==> src/rtl/axi_rd_arbiter_pkg.sv <==
// rtl/axi_rd_arbiter_pkg.sv - shared constants, state type and pick helper for the AXI-lite read arbiter
package axi_rd_arbiter_pkg;

    localparam int ADDR_W_DEF = 32;
    localparam int DATA_W_DEF = 32;
    localparam int RESP_W_DEF = 2;

    localparam logic [1:0] ARB_IDLE = 2'd0;
    localparam logic [1:0] ARB_AR   = 2'd1;
    localparam logic [1:0] ARB_R    = 2'd2;

    localparam logic GNT_M0 = 1'b0;
    localparam logic GNT_M1 = 1'b1;

    typedef enum logic [1:0] {
        ST_IDLE = ARB_IDLE,
        ST_AR   = ARB_AR,
        ST_R    = ARB_R
    } arb_state_e;

    // Fixed priority: the load/store unit (master 1) wins whenever it asks.
    function automatic logic fixed_pick(input logic [1:0] req);
        return req[1] ? GNT_M1 : GNT_M0;
    endfunction

endpackage

==> src/rtl/rd_arb_pick.sv <==
// rtl/rd_arb_pick.sv - combinational winner selection; round-robin tie-break under ARB_ROUND_ROBIN_EN
module rd_arb_pick
    import axi_rd_arbiter_pkg::*;
(
    input  logic [1:0] req,
    input  logic       last,
    output logic       winner,
    output logic       any
);

`ifdef ARB_ROUND_ROBIN_EN
    // A tie goes to whoever was not served last; a lone requester always wins.
    always_comb begin
        any = |req;
        if (req == 2'b11) begin
            winner = ~last;
        end else begin
            winner = fixed_pick(req);
        end
    end
`else
    // A tie always goes to master 1; the history input has no role here.
    always_comb begin
        any    = |req;
        winner = fixed_pick(req);
    end

    logic last_unused;
    assign last_unused = last;
`endif

endmodule

==> src/rtl/axi_rd_arbiter.sv <==
// rtl/axi_rd_arbiter.sv - two-master one-slave AXI-lite read arbiter (ARB_ROUND_ROBIN_EN selects round-robin ties)
module axi_rd_arbiter
    import axi_rd_arbiter_pkg::*;
#(
    parameter int ADDR_W = ADDR_W_DEF,
    parameter int DATA_W = DATA_W_DEF,
    parameter int RESP_W = RESP_W_DEF
) (
    input  logic              clk,
    input  logic              rst,

    input  logic [ADDR_W-1:0] m0_araddr_i,
    input  logic              m0_arvalid_i,
    output logic              m0_arready_o,
    output logic [DATA_W-1:0] m0_rdata_o,
    output logic [RESP_W-1:0] m0_rresp_o,
    output logic              m0_rvalid_o,
    input  logic              m0_rready_i,

    input  logic [ADDR_W-1:0] m1_araddr_i,
    input  logic              m1_arvalid_i,
    output logic              m1_arready_o,
    output logic [DATA_W-1:0] m1_rdata_o,
    output logic [RESP_W-1:0] m1_rresp_o,
    output logic              m1_rvalid_o,
    input  logic              m1_rready_i,

    output logic [ADDR_W-1:0] s_araddr_o,
    output logic              s_arvalid_o,
    input  logic              s_arready_i,
    input  logic [DATA_W-1:0] s_rdata_i,
    input  logic [RESP_W-1:0] s_rresp_i,
    input  logic              s_rvalid_i,
    output logic              s_rready_o
);

    arb_state_e state;
    arb_state_e state_nxt;
    logic       gnt;
    logic       gnt_nxt;
    logic       pick_winner;
    logic       pick_any;
    logic       pick_last;
    logic       r_done;

`ifdef ARB_ROUND_ROBIN_EN
    logic last_q;

    // Remember who was served most recently so the next tie goes the other way.
    always_ff @(posedge clk or negedge rst) begin
        if (!rst) begin
            last_q <= GNT_M1;
        end else if (r_done) begin
            last_q <= gnt;
        end
    end

    assign pick_last = last_q;
`else
    assign pick_last = GNT_M1;
`endif

    rd_arb_pick u_pick (
        .req    ({m1_arvalid_i, m0_arvalid_i}),
        .last   (pick_last),
        .winner (pick_winner),
        .any    (pick_any)
    );

    // State and grant registers; reset abandons any transaction in flight.
    always_ff @(posedge clk or negedge rst) begin
        if (!rst) begin
            state <= ST_IDLE;
            gnt   <= GNT_M0;
        end else begin
            state <= state_nxt;
            gnt   <= gnt_nxt;
        end
    end

    // Next-state logic and channel routing; outputs depend on state, grant and inputs only.
    always_comb begin
        state_nxt    = state;
        gnt_nxt      = gnt;
        r_done       = 1'b0;

        s_araddr_o   = '0;
        s_arvalid_o  = 1'b0;
        s_rready_o   = 1'b0;
        m0_arready_o = 1'b0;
        m1_arready_o = 1'b0;
        m0_rvalid_o  = 1'b0;
        m1_rvalid_o  = 1'b0;
        m0_rdata_o   = '0;
        m1_rdata_o   = '0;
        m0_rresp_o   = '0;
        m1_rresp_o   = '0;

        case (state)
            ST_IDLE: begin
                // Grant is decided here but nothing is driven until AR.
                if (pick_any) begin
                    gnt_nxt   = pick_winner;
                    state_nxt = ST_AR;
                end
            end

            ST_AR: begin
                s_arvalid_o = 1'b1;
                if (gnt == GNT_M1) begin
                    s_araddr_o   = m1_araddr_i;
                    m1_arready_o = s_arready_i;
                end else begin
                    s_araddr_o   = m0_araddr_i;
                    m0_arready_o = s_arready_i;
                end
                if (s_arready_i) begin
                    state_nxt = ST_R;
                end
            end

            ST_R: begin
                if (gnt == GNT_M1) begin
                    s_rready_o  = m1_rready_i;
                    m1_rvalid_o = s_rvalid_i;
                    m1_rdata_o  = s_rdata_i;
                    m1_rresp_o  = s_rresp_i;
                end else begin
                    s_rready_o  = m0_rready_i;
                    m0_rvalid_o = s_rvalid_i;
                    m0_rdata_o  = s_rdata_i;
                    m0_rresp_o  = s_rresp_i;
                end
                r_done = s_rvalid_i & s_rready_o;
                if (r_done) begin
                    state_nxt = ST_IDLE;
                end
            end

            default: begin
                state_nxt = ST_IDLE;
            end
        endcase
    end

endmodule

==> config.mk <==
export PLATFORM = sky130hd
export DESIGN_NAME = axi_rd_arbiter
export DESIGN_NICKNAME = d
export VERILOG_FILES = /design/src/rtl/axi_rd_arbiter_pkg.sv /design/src/rtl/rd_arb_pick.sv /design/src/rtl/axi_rd_arbiter.sv
export SDC_FILE = /design/constraint.sdc
export NUM_CORES = 1
export LEC_CHECK = 0
export CAP_MARGIN = 20
export CORE_ASPECT_RATIO = 0.75
export CORE_MARGIN = 4
export CORE_UTILIZATION = 22
export DETAILED_ROUTE_END_ITERATION = 6
export HOLD_SLACK_MARGIN = 0.08
export PLACE_DENSITY = 0.82
export RECOVER_POWER = 50
export SLEW_MARGIN = 20
export SYNTH_ARGS = -nofsm -noshare
export SYNTH_HDL_FRONTEND = slang
export SYNTH_HIERARCHICAL = 1
export SYNTH_SLANG_ARGS = --single-unit
==> constraint.sdc <==
create_clock -name clk -period 1.4 [get_ports clk]
set_input_delay 0.28 -clock clk [delete_from_list [all_inputs] [get_ports clk]]
set_output_delay 0.28 -clock clk [all_outputs]
set_load 0.005 [all_outputs]
==> images/route_heat.png <==
(4 px per µm) The die is cut into 19 by 15 equal tiles; dark blue is low, red is high, scaled to the fullest tile. Values are wire area over tile area, all layers added.
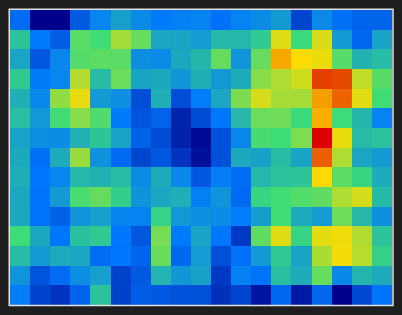
fullest tile: 0.57
tiles over half the peak: 25%
mean over tiles: 0.22
nearly empty tiles: 1.4%
final wirelength: 9300 µm
final routed wire length divided by cell count: 18.3 µm
vias post-DR: 2,232

==> ci_impl_report.md <==
## PnR job results

| Metric | Value |
|---|---|
| Outcome | `complete, but fails checks` |
| Failing checks | `setup timing` |
| Peak supply drop | `0.000682 V` |
| H-Tree Depth | `1` |
| Pwr dens | `1320 mW/mm²` |
| Worst-margin pin slew | `0.163 ns` |
| Path category of the worst min-delay check | `in2async` |
| Clock Sinks | `3` |
| RSZ-0062 raised after global routing | `true` |
| Clock share of power | `4.4%` |
| Leading power group | `combinational cells` |
| R2R Setup Slk | `0 ns` |
| Worst skew pair latency | `0.22 ns` |
| Final worst setup slack | `-0.503 ns` |
| R2R Path End | `state[1]$_DFFE_PN0P_` |
| # IOs | `212` |
| Syn Inst Count | `171` |
| Final Max Tran Viols | `0` |
| Grt ovf | `0` |
| Met2 Usage GRT | `36.8%` |
| Final core utilization | `79.0%` |
| Area Overhead vs Synth | `241%` |
| Hpwl dp | `5890 µm` |
| DRC Markers | `0` |
| Aggregate global-route resource usage | `17.9%` |
| Reg power frac | `3.0%` |
| Routed wl met2 | `5040 µm` |
| Synth Cell Area | `0.00126 mm²` |
| Worst path most repeated cell | `buf_6` |
| Fp_density | `23.1%` |
| Clock net power | `0.253 mW` |
| # port buffers | `211` |
| Crit path kind | `reg2out` |
| Crit path arrival time | `1.62 ns` |
| Required time of the critical path | `1.12 ns` |
| Syn. warnings | `6` |
| Syn_area_per_cell | `7.40 µm²` |
| Total die area | `0.00704 mm²` |
| CP Capture Point | `m0_rdata_o[30]` |
| Worst setup EP type | `output port` |
| Final Cell Area | `0.00432 mm²` |
| Final Hold Viols | `0` |
| Logic area | `0.00121 mm²` |
| Seq pwr | `0.168 mW` |
| Worst Path Max Fanout | `4` |
| Final worst-path cycle share | `136%` |
| Slowest stage delay, CP | `0.37 ns` |
| Clock Skew | `0.00390 ns` |
| CTS clk-pin slew, worst paths | `0.03 ns` |
| Vias in the first global route | `2,019` |
| Post-CTS Hold Fix Bufs | `0` |
| Grt met1 use | `17.3%` |
| First-pass GRT wire length | `9900 µm` |
| NetSw | `2.08 mW` |
| DRT Pass-1 Iters | `4` |
| Clock root buffer | `clkbuf_8` |
| WL met1 | `3220 µm` |
| Placement Cell Area | `0.00350 mm²` |
| Max cap viols | `0` |
| Leakage power | `2.14 nW` |
| Worst r2r src | `gnt$_DFFE_PN0P_` |
| Sw Share | `36.4%` |
| DR vias/cell | `4.39` |
| Final setup viols | `107` |
| Comb pwr share | `92.6%` |
| Max Freq | `526 MHz` |
| Ant diodes | `0` |
| CP Cell Sequence | `nand2b_4, nor2_4, buf_6, buf_12, buf_6, buf_6, and2_4, buf_6` |
| CP Launch Point | `state[0]$_DFFE_PN0P_` |
| Die width | `95.6 µm` |
| Max stage delay cell, worst path | `dfrtp_1` |
| # fillers | `348` |
| Startpoint types | `flip-flop` |
| Tool warnings | `28` |
| Worst r2r path cells | `7` |
| Core area | `0.00547 mm²` |
| Crit path time final | `1.90 ns` |
| DR iter-0 viols | `22` |
| Cts bufs inserted | `3` |
| Top Metal Used | `met4` |
| RePlAce Congestion | `0.779` |
| Clk buf depth | `2` |
| # rows | `23` |
| DRT antenna net count | `0` |
| Floorplan Nets | `277` |
| Internal power | `3.63 mW` |
| Die Span Y | `73.7 µm` |
| Layout cells sized above 1 | `58.8%` |
| Met3 WL post-DR | `778 µm` |
| CTS tree | `done` |
| Initial antenna violation count | `0` |
| Layout Nets | `541` |
| Largest net degree at the start of global routing | `35` |
| Comb. pwr | `5.28 mW` |
| Area occupied by registers | `76.3 µm²` |
| Rel. slew slack | `88.8%` |
==> images/congestion_map.png <==
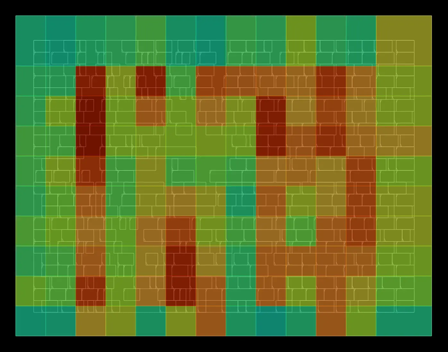
GRT busiest layer: met2
met3 usage: 4.40%

critical path, delay by kind of cell, from the launching register on:
family                 cells  cell delay (ns)
AND/OR/NAND/NOR            3             0.51
flip-flops                 1             0.37
buffers and inverters      5             0.52
per-stage QoR:
| step | setup TNS [ns] | power (mW) | setup slack [ns] | instances | hold WS [ns] |
|---|---|---|---|---|---|
| floorplan | 0 | 1.78 | 0.115 | 171 | -0.0156 |
| global placement | -32.90 | 3.72 | -0.354 | 455 | 0.472 |
| detailed placement | -35.26 | 3.78 | -0.395 | 455 | 0.477 |
| CTS | -49.09 | 4.30 | -0.612 | 473 | 0.248 |
| global route | -41.52 | 6.02 | -0.565 | 509 | 0.329 |
| finish | -35.90 | 5.70 | -0.503 | 509 | 0.319 |
what timing repair did:
action,4_1_cts,5_1_grt
endpoints found under the setup margin,106,106
gates resized,155,363
setup buffers,11,30
pin swaps,1,46
cloned,3,9
sequential cells by signal, indices dropped and copies added, names as in the netlist:
register / cells
gnt: 1
state: 2
cells in the final DEF (no fill, tap or decap), types with 3 or more instances in the layout:
| cell | count |
|---|---|
| mux2i_1 | 30 |
| clkbuf_2 | 18 |
| and2_2 | 4 |
| clkbuf_16 | 7 |
| buf_2 | 22 |
| buf_12 | 9 |
| buf_6 | 96 |
| and2_1 | 3 |
| clkdlybuf4s50_1 | 104 |
| buf_8 | 4 |
| and2_4 | 63 |
| clkbuf_8 | 3 |
| nor2_1 | 34 |
| buf_4 | 12 |
cell type report:
type | count | share of cell area, %
tap | 75 | 2.17
inverter | 2 | 0.522
clock buffer | 4 | 1.04
timing repair buffer | 274 | 66.4
sequential | 3 | 1.77
multi-input combinational | 151 | 28.1
Power and IR drop assume default switching activity.
